**config.mk**
```make
export PLATFORM = sky130hd
export DESIGN_NAME = key_debounce_flat
export DESIGN_NICKNAME = d
export VERILOG_FILES = /design/src/rtl/key_debounce_if.sv /design/src/rtl/key_debounce.sv /design/src/flat_wrapper.sv
export SDC_FILE = /design/constraint.sdc
export NUM_CORES = 1
export LEC_CHECK = 0
export ABC_CLOCK_PERIOD_IN_PS = 2140
export CAP_MARGIN = 25
export CORE_MARGIN = 4
export CORE_UTILIZATION = 40
export DETAILED_ROUTE_END_ITERATION = 8
export GPL_ROUTABILITY_DRIVEN = 0
export HOLD_SLACK_MARGIN = 0.03
export SYNTH_ARGS = -nofsm -noshare
export SYNTH_HDL_FRONTEND = slang
export SYNTH_SLANG_ARGS = --single-unit
```
**constraint.sdc**
```tcl
create_clock -name clk -period 2.14 [get_ports clk]
set_input_delay 0.321 -clock clk [delete_from_list [all_inputs] [get_ports clk]]
set_output_delay 0.321 -clock clk [all_outputs]
set_load 0.01 [all_outputs]
```
**src/rtl/key_debounce_if.sv**
```systemverilog
// Key debounce port bundle: raw key in, debounced level and busy flag out.
// Optional glitch counter ports appear when KEY_DEBOUNCE_GLITCH_CNT_EN is defined.
interface key_debounce_if;
    logic key_in;
    logic key_stable;
    logic busy;
`ifdef KEY_DEBOUNCE_GLITCH_CNT_EN
    logic       glitch_clr;
    logic [7:0] glitch_cnt;

    modport master (output key_in, output glitch_clr, input key_stable, input busy, input glitch_cnt);
    modport slave  (input key_in, input glitch_clr, output key_stable, output busy, output glitch_cnt);
`else
    modport master (output key_in, input key_stable, input busy);
    modport slave  (input key_in, output key_stable, output busy);
`endif
endinterface

```
**src/rtl/key_debounce.sv**
```systemverilog
// Two-flop synchroniser plus four-state debounce FSM producing a clean registered key level.
// Define KEY_DEBOUNCE_GLITCH_CNT_EN to add a saturating count of aborted qualifications.
module key_debounce #(
    parameter int unsigned DEBOUNCE_CYCLES = 1000000,
    parameter int unsigned CNT_W           = 20,
    parameter logic        IDLE_LEVEL      = 1'b0
) (
    input logic           clk,
    input logic           rst_n,
    key_debounce_if.slave kd
);

    typedef enum logic [1:0] {
        STABLE_LO = 2'd0,
        RISE_CHK  = 2'd1,
        STABLE_HI = 2'd2,
        FALL_CHK  = 2'd3
    } state_t;

    localparam state_t          RST_STATE = IDLE_LEVEL ? STABLE_HI : STABLE_LO;
    localparam logic [CNT_W-1:0] CNT_LAST = CNT_W'(DEBOUNCE_CYCLES - 1);
    localparam logic [CNT_W-1:0] CNT_ONE  = CNT_W'(1);

    logic             sync1;
    logic             sync2;
    logic             key_sync;
    state_t           state;
    state_t           state_next;
    logic [CNT_W-1:0] cnt;
    logic [CNT_W-1:0] cnt_next;
    logic             stable;
    logic             stable_next;
    logic             busy_q;

    // key_in is asynchronous: only sync2 is allowed to reach the FSM
    always_ff @(posedge clk or negedge rst_n) begin
        if (!rst_n) begin
            sync1 <= IDLE_LEVEL;
            sync2 <= IDLE_LEVEL;
        end else begin
            sync1 <= kd.key_in;
            sync2 <= sync1;
        end
    end

    assign key_sync = sync2;

    always_ff @(posedge clk or negedge rst_n) begin
        if (!rst_n) begin
            state  <= RST_STATE;
            cnt    <= '0;
            stable <= IDLE_LEVEL;
            busy_q <= 1'b0;
        end else begin
            state  <= state_next;
            cnt    <= cnt_next;
            stable <= stable_next;
            busy_q <= (state_next == RISE_CHK) || (state_next == FALL_CHK);
        end
    end

    // Any sample back at the old level drops to the stable state with cnt cleared
    always_comb begin
        state_next  = state;
        cnt_next    = '0;
        stable_next = stable;
        case (state)
            STABLE_LO: begin
                if (key_sync) state_next = RISE_CHK;
            end
            RISE_CHK: begin
                if (!key_sync) begin
                    state_next = STABLE_LO;
                end else if (cnt == CNT_LAST) begin
                    state_next  = STABLE_HI;
                    stable_next = 1'b1;
                end else begin
                    cnt_next = cnt + CNT_ONE;
                end
            end
            STABLE_HI: begin
                if (!key_sync) state_next = FALL_CHK;
            end
            FALL_CHK: begin
                if (key_sync) begin
                    state_next = STABLE_HI;
                end else if (cnt == CNT_LAST) begin
                    state_next  = STABLE_LO;
                    stable_next = 1'b0;
                end else begin
                    cnt_next = cnt + CNT_ONE;
                end
            end
            default: state_next = RST_STATE;
        endcase
    end

    assign kd.key_stable = stable;
    assign kd.busy       = busy_q;

`ifdef KEY_DEBOUNCE_GLITCH_CNT_EN
    logic       abort;
    logic [7:0] glitch_q;

    assign abort = ((state == RISE_CHK) && !key_sync) || ((state == FALL_CHK) && key_sync);

    // Clear takes priority over a coincident abort; count saturates at 255
    always_ff @(posedge clk or negedge rst_n) begin
        if (!rst_n) begin
            glitch_q <= 8'd0;
        end else if (kd.glitch_clr) begin
            glitch_q <= 8'd0;
        end else if (abort && (glitch_q != 8'hFF)) begin
            glitch_q <= glitch_q + 8'd1;
        end
    end

    assign kd.glitch_cnt = glitch_q;
`endif

endmodule

```
**src/flat_wrapper.sv**
```systemverilog
// flat-port wrapper written by rule: the top's interface ports become plain ports
module key_debounce_flat 
#(
    parameter int unsigned DEBOUNCE_CYCLES = 1000000,
    parameter int unsigned CNT_W           = 20,
    parameter logic        IDLE_LEVEL      = 1'b0
)
  (clk, rst_n, kd_key_in, kd_key_stable, kd_busy);
  key_debounce_if kd_i ();
  input logic clk;
  input logic rst_n;
  input wire logic [$bits(kd_i.key_in)-1:0] kd_key_in;
  output wire logic [$bits(kd_i.key_stable)-1:0] kd_key_stable;
  output wire logic [$bits(kd_i.busy)-1:0] kd_busy;
  assign kd_i.key_in = kd_key_in;
  assign kd_key_stable = kd_i.key_stable;
  assign kd_busy = kd_i.busy;
  key_debounce #(.DEBOUNCE_CYCLES(DEBOUNCE_CYCLES), .CNT_W(CNT_W), .IDLE_LEVEL(IDLE_LEVEL)) u_core (.clk(clk), .rst_n(rst_n), .kd(kd_i));
endmodule
```
==> flow_summary.yaml <==
# yosys + openroad results
sta:
  max_slew_margin_pct: 77.9
  timing.final.max_slew_violations: 0
  rsz_0062_raised_after_global_routing: "false"
  timing.clock.skew_ps: 7.02
  clock.fmax_mhz: 505
  layout_setup_ws_ps: 161
  min_period_ps: 1980
  min_period_over_period_pct: 92.5
  setup_viol: 0
  tightestPinTransition_ps: 327
  hold_ws_ps: 342
cells_and_area:
  bufAreaShareNonClock_pct: 6.55
  post_layout_nonfiller_instances: 164
  drive_above_1_share_pct: 11.3
  final.signal_buffer_count: 9
  final.fill_count: 270
  multi_input_comb_area_um2: 568
  nonClockInverterCount: 6
  final_nets: 138
  antenna_cells: 0
  area.share.combinational_pct: 41.3
  sequential_cell_area_um2: 626
  clockNetworkAreaShare_pct: 2.18
  seqAreaFraction_pct: 45.5
  area_growth_syn_to_layout_pct: 10.8
  layout_top_cell: "sky130_fd_sc_hd__dfrtp_1"
  largest_register: "u_core.cnt"
  top_area_cell_class: "registers"
  final_core_utilization_pct: 48.2
  nClkBuffers: 3
  mostFrequentLayoutCells: "25 x sky130_fd_sc_hd__dfrtp_1, 16 x sky130_fd_sc_hd__nor2_1, 9 x sky130_fd_sc_hd__nand2_1, 9 x sky130_fd_sc_hd__xnor2_1, 7 x sky130_fd_sc_hd__nand3_1"
logic_synthesis:
  netlist_top_cells_count: "25 x sky130_fd_sc_hd__dfrtp_1, 16 x sky130_fd_sc_hd__nor2_1, 9 x sky130_fd_sc_hd__nand2_1, 9 x sky130_fd_sc_hd__xnor2_1, 7 x sky130_fd_sc_hd__nand3_1"
  netlist_instances: 124
  synthAoiAreaFrac_pct: 8.87
  synth-seq-area-share_pct: 50.4
  synth_warnings: 0
  top_cell: "sky130_fd_sc_hd__dfrtp_1"
  ys_async_sr_fraction_pct: 100
  topCellsByArea: "sky130_fd_sc_hd__dfrtp_1 50%, sky130_fd_sc_hd__xnor2_1 6.4%, sky130_fd_sc_hd__nor2_1 4.8%"
  synthXorXnorAreaFrac_pct: 9.17
  number_of_flops_mapped_to_enable_cells_by_yosys: 0
  post-synth-top-area-cell: "sky130_fd_sc_hd__dfrtp_1"
  dominantRegCellSynth: "sky130_fd_sc_hd__dfrtp_1"
  synth.comb.largest_family: "simple AND/OR/NAND/NOR gates"
  synth.lib_cells_used.distinct: 31
  yosys-mux-area-fraction_pct: 1.61
  synthSimpleGateAreaFrac_pct: 25.1
  synth.yosys.num_cells: 124
  synth.net_count: 128
  ys_sh_adder_pct: 1.01
  numSynthFlops: 25
  mappedNetlistArea_um2: 1240
clocking:
  postCtsResizedCells: 0
  clk_path_buf_depth: 2
  clk_root_buffer_cell: "sky130_fd_sc_hd__clkbuf_4"
  cts_inserted_buffers: 3
  cts.sink_count: 25
  post_cts_setup_bufs: 0
  clkLatencyLatePin_ps: 320
  tritoncts_clock_tree: "yes"
  clk_transition_reported_paths_ps: 140
  htree_num_levels: 1
route:
  met2RoutedLength_um: 994
  routedLengthMet1_mm: 1.14
  post_route_ant_nets: 0
  drt_first_iter_violations: 63
  drt_pass1_iterations: 6
  top_layer_used: "met4"
  remaining_drc_errors: 0
placement:
  dp_worst_setup_slack_ps: 159
  cell_count_post_placement: 160
  place_area_um2: 1350
  place.port_buffers: 4
  dp_hpwl_mm: 1.57
floorplanning:
  die_height_um: 63.7
  dieArea_um2: 4060
  floorplanUtilization_pct: 43.5
  floorplan.io_pins: 5
power_and_ir_drop:
  top_power_group: "sequential cells"
  p_comb_share_pct: 4.8
  power-per-cell-area_nw_per_um2: 534
  power.clock.fraction_pct: 29.7
  seq-power_mw: 0.481
  static-leakage-power_nw: 0.530
  powerClk_mw: 0.218
  netSwitchingPower_mw: 0.171
  switching_share_pct: 23.4
  intPower_mw: 0.562
  finalPower_mw: 0.734
  seqPwrFrac_pct: 65.5
  power.combinational.total_mw: 0.0355
  worst_ir_drop_vdd_mv: 0.330
worst_setup_path:
  arrival_ps: 2210
  timing_worst_setup_path_type: "flip-flop to flip-flop"
  worst-path-stages: 5
  critical_path.slowest_cell: "sky130_fd_sc_hd__or4_1"
  required_ps: 2370
  regToRegStartpoint: "u_core.cnt[0]"
  cp_num_buf_inv: 0
  critPathMaxStageDelay_ps: 630
  worstSetupStartpoint: "u_core.cnt[0]"
  ordered_cell_list_for_the_critical_path: "ha_1 > nand2_1 > or4_1 > o41ai_1 > o2bb2a_1"
  r2r_setup_slack_ps: 160
  critPathLaunchType: "flip-flop"
  crit_path_capture_type: "flip-flop"
  worst_path_dominant_cell_family: "simple AND/OR/NAND/NOR gates"
  r2r_cells: 5
  r2r-end: "u_core.kd.key_stable"
global_route:
  use_met3_pct: 3.73
  grt_start_max_net_pins: 26
  grtUsageMet1_pct: 17.5
  first_global_vias: 844
  global_route.peak_usage_layer: "met2"
  grt_use_met2_pct: 19.0
  first_pass_grt_wire_length_mm: 4.02
  overflow: 0
job:
  warning_count: 26
  drv.max_cap_violation_count: 0
run_status:
  run_status: "complete, no violations"
worst_hold_path:
  worst_hold_path_type: "input pin to asynchronous set/reset pin"
Figure 1. Wiring by layer.
Drawn at 4 px/um. Two of the layers only.
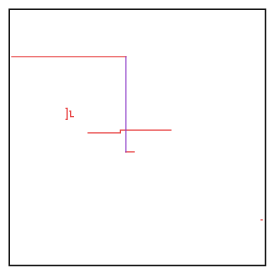
Purple shows met4, wire length 23.8 um. Red shows met3, wire length 57.7 um.
all-layer global routing usage: 12.4%
count of vias placed by the detailed router: 894
final wirelength: 2.21 mm
wire length per cell: 13.5 um

Figure 2. Cells by drive strength.
Drawn at 6 px/um.
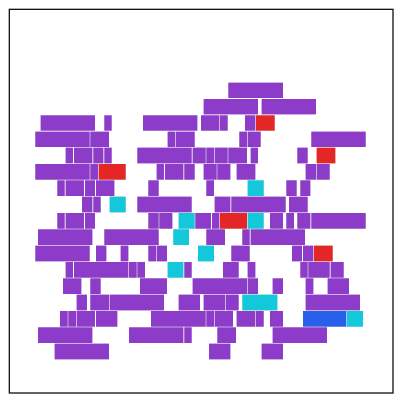
Cyan shows drive 3 to 4, cells 9, share 6.8%. Blue shows drive 6 and up, cells 1, share 0.75%. Red shows drive 2, cells 5, share 3.8%. Purple shows drive 1 or less, cells 118, share 89%.

Power and IR drop assume default switching activity.
